Figure 1. Routed metal, one color a layer (run 1).
Only two layers are drawn.
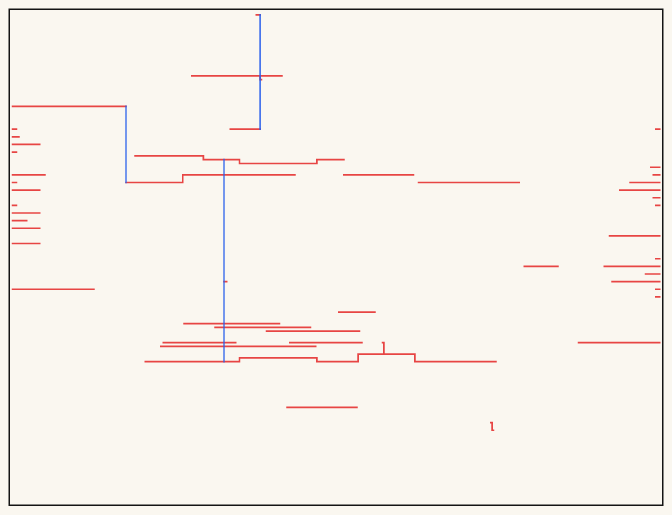
Figure 2. Routing congestion map (run 1).
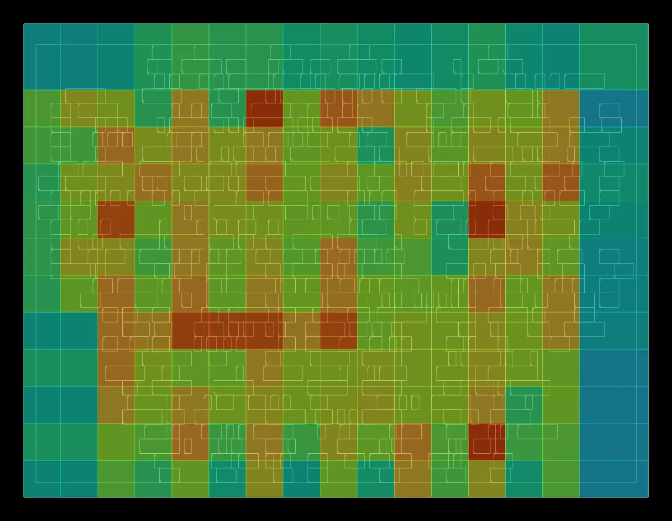
Figure 3. Pin placement (run 1).
Pins as bars across the die edge, other pins in gray.
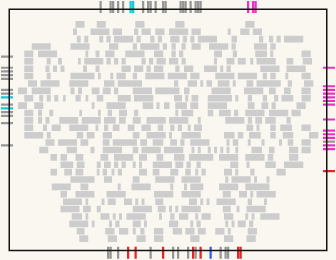
Figure 4. Metal 3 (run 1).
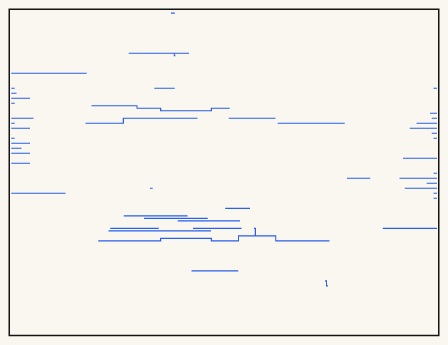
$ cat src/rtl/alu_4_issue.sv
// alu_4_issue: multicycle issue front end for an external 4-bit ALU; cmd valid/ready in, alu_a/b/ctrl out, alu_y in, 2-entry rsp valid/ready buffer out, done_cnt
module alu_4_issue #(
  parameter int SETTLE = 2,
  parameter int TAG_W = 4
) (
  input  logic             clk,
  input  logic             rst,
  input  logic             cmd_valid,
  output logic             cmd_ready,
  input  logic [3:0]       cmd_op,
  input  logic [3:0]       cmd_a,
  input  logic [3:0]       cmd_b,
  input  logic [TAG_W-1:0] cmd_tag,
  output logic [3:0]       alu_a,
  output logic [3:0]       alu_b,
  output logic [3:0]       alu_ctrl,
  input  logic [7:0]       alu_y,
  output logic             rsp_valid,
  input  logic             rsp_ready,
  output logic [7:0]       rsp_y,
  output logic [TAG_W-1:0] rsp_tag,
  output logic             rsp_err,
  output logic [15:0]      done_cnt
);
  typedef enum logic [1:0] {S_IDLE, S_SETTLE, S_CAPTURE} state_t;
  state_t r_st, w_nst;
  logic [3:0] r_cnt, r_a, r_b, r_op;
  logic [TAG_W-1:0] r_tag;
  logic r_rdy, r_rp, r_wp;
  logic [1:0] r_n;
  logic [15:0] r_done;
  logic [7:0] r_fy [2];
  logic [TAG_W-1:0] r_ft [2];
  logic r_fe [2];
  logic w_acc, w_ill, w_pop, w_push, w_cap, w_pe;
  logic [7:0] w_py;
  logic [TAG_W-1:0] w_pt;
  logic [1:0] w_n_nx;
  always_comb begin
    w_acc = cmd_valid && r_rdy;
    w_ill = cmd_op >= 4'd10;
    w_cap = r_st == S_CAPTURE;
    w_pop = (r_n != 2'd0) && rsp_ready;
    w_push = (w_acc && w_ill) || w_cap;
    w_py = w_cap ? alu_y : 8'h00;
    w_pt = w_cap ? r_tag : cmd_tag;
    w_pe = !w_cap;
    w_n_nx = r_n + 2'(w_push) - 2'(w_pop);
    w_nst = r_st == S_IDLE ? ((w_acc && !w_ill) ? S_SETTLE : S_IDLE) :
            r_st == S_SETTLE ? ((r_cnt == 4'd0) ? S_CAPTURE : S_SETTLE) : S_IDLE;
  end
  // cmd_ready is registered from the next-cycle occupancy, so rsp_ready only reaches it through a flop
  always_ff @(posedge clk) begin
    if (rst) begin
      r_st <= S_IDLE;
      r_rdy <= 1'b0;
      r_cnt <= '0;
      r_a <= '0;
      r_b <= '0;
      r_op <= '0;
      r_tag <= '0;
      r_rp <= 1'b0;
      r_wp <= 1'b0;
      r_n <= '0;
      r_done <= '0;
      r_fy <= '{default: '0};
      r_ft <= '{default: '0};
      r_fe <= '{default: 1'b0};
    end else begin
      r_st <= w_nst;
      r_rdy <= (w_nst == S_IDLE) && (w_n_nx != 2'd2);
      if (w_acc && !w_ill) begin
        r_a <= cmd_a;
        r_b <= cmd_b;
        r_op <= cmd_op;
        r_tag <= cmd_tag;
        r_cnt <= 4'(SETTLE - 1);
      end else if (r_st == S_SETTLE) r_cnt <= r_cnt - 4'd1;
      if (w_push) begin
        r_fy[r_wp] <= w_py;
        r_ft[r_wp] <= w_pt;
        r_fe[r_wp] <= w_pe;
        r_wp <= ~r_wp;
      end
      if (w_pop) r_rp <= ~r_rp;
      r_n <= w_n_nx;
      r_done <= r_done + 16'(w_pop);
    end
  end
  assign cmd_ready = r_rdy;
  assign alu_a = r_a;
  assign alu_b = r_b;
  assign alu_ctrl = r_op;
  assign rsp_valid = r_n != 2'd0;
  assign rsp_y = r_fy[r_rp];
  assign rsp_tag = r_ft[r_rp];
  assign rsp_err = r_fe[r_rp];
  assign done_cnt = r_done;
endmodule
$ cat config.mk
export PLATFORM = sky130hd
export DESIGN_NAME = alu_4_issue
export DESIGN_NICKNAME = d
export VERILOG_FILES = /design/src/rtl/alu_4_issue.sv
export SDC_FILE = /design/constraint.sdc
export NUM_CORES = 1
export LEC_CHECK = 0
export CELL_PAD_IN_SITES_DETAIL_PLACEMENT = 1
export CELL_PAD_IN_SITES_GLOBAL_PLACEMENT = 2
export CORE_ASPECT_RATIO = 0.75
export CORE_MARGIN = 2
export CORE_UTILIZATION = 32
export CTS_CLUSTER_DIAMETER = 30
export DETAILED_ROUTE_END_ITERATION = 6
export GPL_TIMING_DRIVEN = 0
export PLACE_DENSITY = 0.87
export SLEW_MARGIN = 30
export SYNTH_ARGS = -nofsm -noshare
export SYNTH_HDL_FRONTEND = slang
export SYNTH_SLANG_ARGS = --single-unit
$ cat constraint.sdc
create_clock -name clk -period 3 [get_ports clk]
set_input_delay 0.9 -clock clk [delete_from_list [all_inputs] [get_ports clk]]
set_output_delay 0.9 -clock clk [all_outputs]
set_load 0.02 [all_outputs]
==> impl_metrics.toml, run 1 <==
# flow metrics
[power_and_ir_drop]
comb_power_share = 0.225
p_seq_mw = 1.06
vdd_drop_max_v = 0.0002941
p_sw_mw = 0.7637
p_seq_frac = 0.394
power.density_mw_per_mm2 = 642.7
pwr-share-clk = 0.381
pg_clk_mw = 1.03
powerComb_mw = 0.605
intPower_mw = 1.929
fin_total_pwr_mw = 2.692
switching_share = 0.2837
leakage_nw = 1.430

[cts]
cts_hold_repair.buffers = 0
cts_inserted_buffers = 9
cts_max_path_buffers = 2
htreeDepth = 3
clk_latency_ns = 0.33
root_buffer = "clkbuf_16"
clk_pin_slew_worst_paths_ns = 0.05
cts.sinks = 69
cts_setup_buffers = 0
cts.repair.resized = 1
cts_tree = "built"

[critical_path]
crit_type = "reg2out"
worstSetupEndpoint = "rsp_tag[2]"
cp_data_required_time_ns = 2.10
rrSetupSlack_ns = 0.93
r2r-end = "cmd_ready"
critPathLaunchType = "register"
crit_start = "r_rp"
r2r-start = "r_st[1]"
r2r_cells = 9
path_max_fanout = 10
worstSetupEndpointType = "output pin"
cp.arrival_ns = 2.00

[floorplan]
fp_util = 0.3320
boundaryPins = 71
chip_area_mm2 = 0.01026
core_mm2 = 0.009121
taps = 128
rows = 30

[yosys]
logic_family = "AND-OR/OR-AND gates"
ys_sh_aoi = 0.2298
ys_area_mm2 = 0.003028
postSynthSeqShare = 0.4562
topCellsByArea = "dfxtp_1 46%, o21ai_0 4.6%, o32ai_1 4.6%"
xor_share = 0.02314
netlist.top_cell.by_area = "dfxtp_1"
syn_avg_cell_area_um2 = 8.958
ys_types = 45
syn_nets = 371
top_cells_by_count = "69 x dfxtp_1, 28 x o21ai_0, 25 x a21oi_1"
adder_share = 0.02066
ys_warn_count = 0
syn_inst = 338
ys_sh_mux = 0.04298
synthArstFlopShare = 0
simple_gate_share = 0.1645
yosysMostFrequentCell = "dfxtp_1"
edf_count = 0
top_cell_area_share = 0.4562
syn_area_mm2 = 0.003028
ff_type = "dfxtp_1"
yosys_cells = 338

[placement]
pre_cts_slack_ns = -0.06215
gp_congestion = 0.8110
place_inst = 536
place_area_mm2 = 0.003889
dp_hpwl_um = 6401

[routing]
finalWirelength_um = 8808
routed.top_layer = "met4"
route.met2.wl_um = 3905
route.met3.wl_um = 459
ant_nets = 0
wl_met1_um = 4373
drc = 0
drtIter0Drc = 115
via_per_inst = 5.169
dr.pass1.iters = 4

[sta]
drv_slew = 0
fmax_ghz = 0.3444
rsz0062_at_grt = "no"
fin_skew_ns = 0.003382
setup_viol = 0
tns_ns = 0
worst_slew_pin_slew_ns = 0.5458
finalCriticalPeriod_ns = 2.903
hold_violations = 0
relSlewSlack = 0.6361
final.setup.worst_slack_ns = 0.09658

[final_layout]
comb_share = 0.3477
fillCellCount = 1054
logic_area_mm2 = 0.001456
drive_gt1_frac = 0.08274
buf_share = 0.1918
finalInstanceArea_mm2 = 0.004189
seq_area_mm2 = 0.001381
dominant_cells = "logic gates"
utilization = 0.4593
inv_count = 24
syn_to_final_growth_pct = 38.35
n_antenna_cell = 0
finalNonFillerCells = 551
signal_buffers = 93
clockNetworkAreaShare = 0.07109
comb_cells = 222
layout.nets = 452
flops = 69
nClkBuffers = 15
seq-cell-share = 0.3297

[outcome]
status = "completed"

[min_path]
min_path_type = "reg2reg"
min_from = "alu_ctrl[2]"
worstHoldPathCells = 2
min_to = "alu_ctrl[2]"

[global_routing]
grt-ovfl-total = 0
grt_pass1_wl_um = 14280
top_usage_layer = "met2"
antenna_found_initial = 0
grt_pass1_vias = 2795
grt_max_degree = 11

[run]
cap_violations = 0
warnings = 26
Notes on Figure 1 above:
| color | layer | wire length |
|---|---|---|
| red | M3 | 459 µm |
| blue | M4 | 70.0 µm |
vias: 2,848
total track usage: 0.1787

Notes on Figure 2 above:
grt met2 use: 0.2701
WL/cell: 15.99 µm
met1 usage: 0.2502
met3 usage: 0.06233

Notes on Figure 3 above:
| color | port | pins | direction | edge |
|---|---|---|---|---|
| blue | rsp_err | 1 | output | south |
| cyan | cmd_op | 4 | input | 2 west, 2 north |
| magenta | done_cnt | 16 | output | 13 east, 3 north |
| red | rsp_y | 8 | output | 7 south, 1 east |
all pins by edge: 23 north, 19 south, 15 east, 14 west
Die Y: 88.24 µm
Die Width: 116.3 µm
port bufs: 70

Notes on Figure 4 above:
share of all routed wire: 5.2%
wire length on this layer: 459 µm
nets with wire on the layer: 42

## run 1: layout by cell type, fill, tap and decap left out, types with 5 or more instances in the layout
cell type        synthesis  final
a21oi_1                 25     25
dfxtp_1                 69     69
nor2b_1                  8      8
o31ai_1                 12     12
inv_1                   24     24
clkdlybuf4s50_1          0     70
ha_1                     5      5
o32ai_1                 16     16
o2111ai_1                9      9
clkbuf_8                 0      5
nand2_1                 24     24
clkbuf_16                0      9
nor3_1                   5      5
clkbuf_1                12     11
buf_1                    5      5
nand3_1                 18     18
o21ai_0                 28     28
nor2_1                  12     12
buf_2                    5      5
## run 1: critical path: stages, from the launching register on
cell	delay, ns
dfxtp_1	0.47
clkbuf_2	0.30
mux2_2	0.37
clkdlybuf4s50_1	0.54
==> run 2, diff against run 1 <==
==> constraint.sdc (replaced) <==
create_clock -name clk -period 3 [get_ports clk]
set_input_delay 0.9 -clock clk [delete_from_list [all_inputs] [get_ports clk]]
set_output_delay 0.9 -clock clk [all_outputs]
set_load 0.005 [all_outputs]
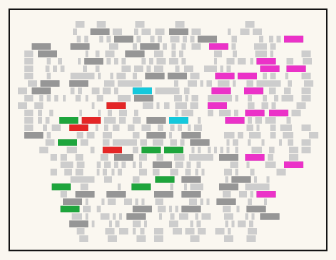
Figure 5: run 2, where the registers sit.
| color | name in the netlist | sequential cells |
|---|---|---|
| red | r_cnt | 4 |
| magenta | done_cnt | 16 |
| cyan | r_n | 2 |
| green | r_ft | 8 |
not colored: 39

==> run 2 against run 1 <==
Critical path depth up 1. First-iteration DRC count unchanged. Non-clock buffer count unchanged. Maximum frequency up 1.9%. Via count about the same. Combinational power down 9.4%. Sequential power about the same. Wire length about the same. Synthesized cell count unchanged. Critical path type unchanged. Critical endpoint is now rsp_y[3]. Largest cell class unchanged.
==> impl_metrics.toml, run 2 <==
# flow metrics
[routing]
routed.top_layer = "met4"
vias = 2846
via_per_inst = 5.165
dr.pass1.iters = 4

[cts]
clk_pin_slew_worst_paths_ns = 0.05
cts_hold_repair.buffers = 0
root_buffer = "clkbuf_16"
cts_tree = "built"
htreeDepth = 3
cts_setup_buffers = 0
cts.repair.resized = 1

[placement]
place_area_mm2 = 0.003889
pre_cts_slack_ns = -0.06215

[critical_path]
worstSetupEndpointType = "output pin"
r2r_cells = 9
cp.depth = 4
cp.arrival_ns = 1.95
path_cells = "clkbuf_1, nand2_1, o21ai_0, clkdlybuf4s50_1"
r2r-start = "r_st[1]"
crit_path_max_incr_delay_ns = 0.53
crit_slowest_cell = "clkdlybuf4s50_1"
path_delay_family = "buffers and inverters"
critPathBufInv = 2

[yosys]
ff_type = "dfxtp_1"
syn_inst = 338
netlist.top_cell.by_area = "dfxtp_1"
yosys_cells = 338
yosysMostFrequentCell = "dfxtp_1"
synthArstFlopShare = 0
syn_nets = 371
syn_avg_cell_area_um2 = 8.958
top_cells_by_count = "69 x dfxtp_1, 28 x o21ai_0, 25 x a21oi_1"

[outcome]
status = "completed"

[final_layout]
nClkBuffers = 15
seq_area_mm2 = 0.001381
lay_top_cells = "70 x clkdlybuf4s50_1, 69 x dfxtp_1, 28 x o21ai_0, 25 x a21oi_1"
utilization = 0.4591
finalInstanceArea_mm2 = 0.004188
dominant_cells = "logic gates"
inv_count = 24
layout.nets = 452
finalNonFillerCells = 551
seq-cell-share = 0.3298
signal_buffers = 93
syn_to_final_growth_pct = 38.31
comb_share = 0.3478
logic_area_mm2 = 0.001456

[power_and_ir_drop]
vdd_drop_max_v = 0.0002927
comb_power_share = 0.208
pwr-share-clk = 0.390
power.density_mw_per_mm2 = 629.4
fin_total_pwr_mw = 2.636
switching_share = 0.2690

[run]
cap_violations = 0

[sta]
worst_slew_pin_slew_ns = 0.5458
fin_skew_ns = 0.003383
rsz0062_at_grt = "no"
drv_slew = 0
final.setup.worst_slack_ns = 0.1502
setup_viol = 0
hold_violations = 0
fmax_ghz = 0.3509

[global_routing]
grt_use_met1 = 0.2502
grt_util_met2 = 0.2701
grt_pass1_vias = 2795
gr-usage-all-layers = 0.1787
met3_usage = 0.06233
grt-ovfl-total = 0

[floorplan]
die_width_um = 116.3
fp_util = 0.3320
rows = 30
fp.dieH_um = 88.24

[min_path]
min_from = "alu_ctrl[2]"
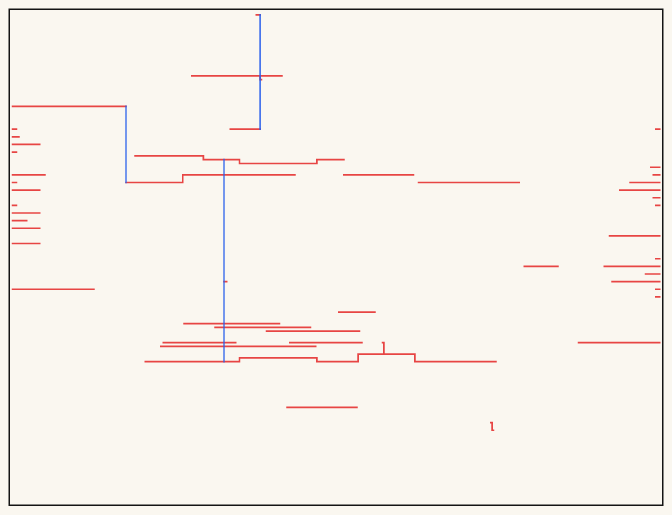
Figure 6: run 2, routed metal, one color a layer.
Only two layers are drawn.
| color | layer | wire length |
|---|---|---|
| blue | M4 | 70.0 µm |
| red | M3 | 459 µm |
WL/cell: 15.99 µm
DRT Wirelength: 8809 µm

run 2: cell counts after synthesis:
Identical to the previous run, type by type.
run 2: cell families after synthesis:
kind of cell / count (synthesis) / synth area share
xor gates and xnor gates: 8 / 0.02314
AOI/OAI and AO/OA: 105 / 0.2297
DFF: 69 / 0.4562
muxes: 12 / 0.04297
adders and majority gates: 5 / 0.02066
buffers and inverters: 47 / 0.06281
and+or+nand+nor: 92 / 0.1645
run 2: power by group through the flow:
stage	clock (mW)	combinational, mW	sequential, mW
2_1_floorplan	0	0.311	1.06
3_3_place_gp	0	0.535	1.07
3_5_place_dp	0	0.546	1.07
4_1_cts	1.06	0.552	1.06
5_1_grt	1.09	0.607	1.07
6_report	1.03	0.548	1.06
Power is estimated from default activity; no workload was simulated.
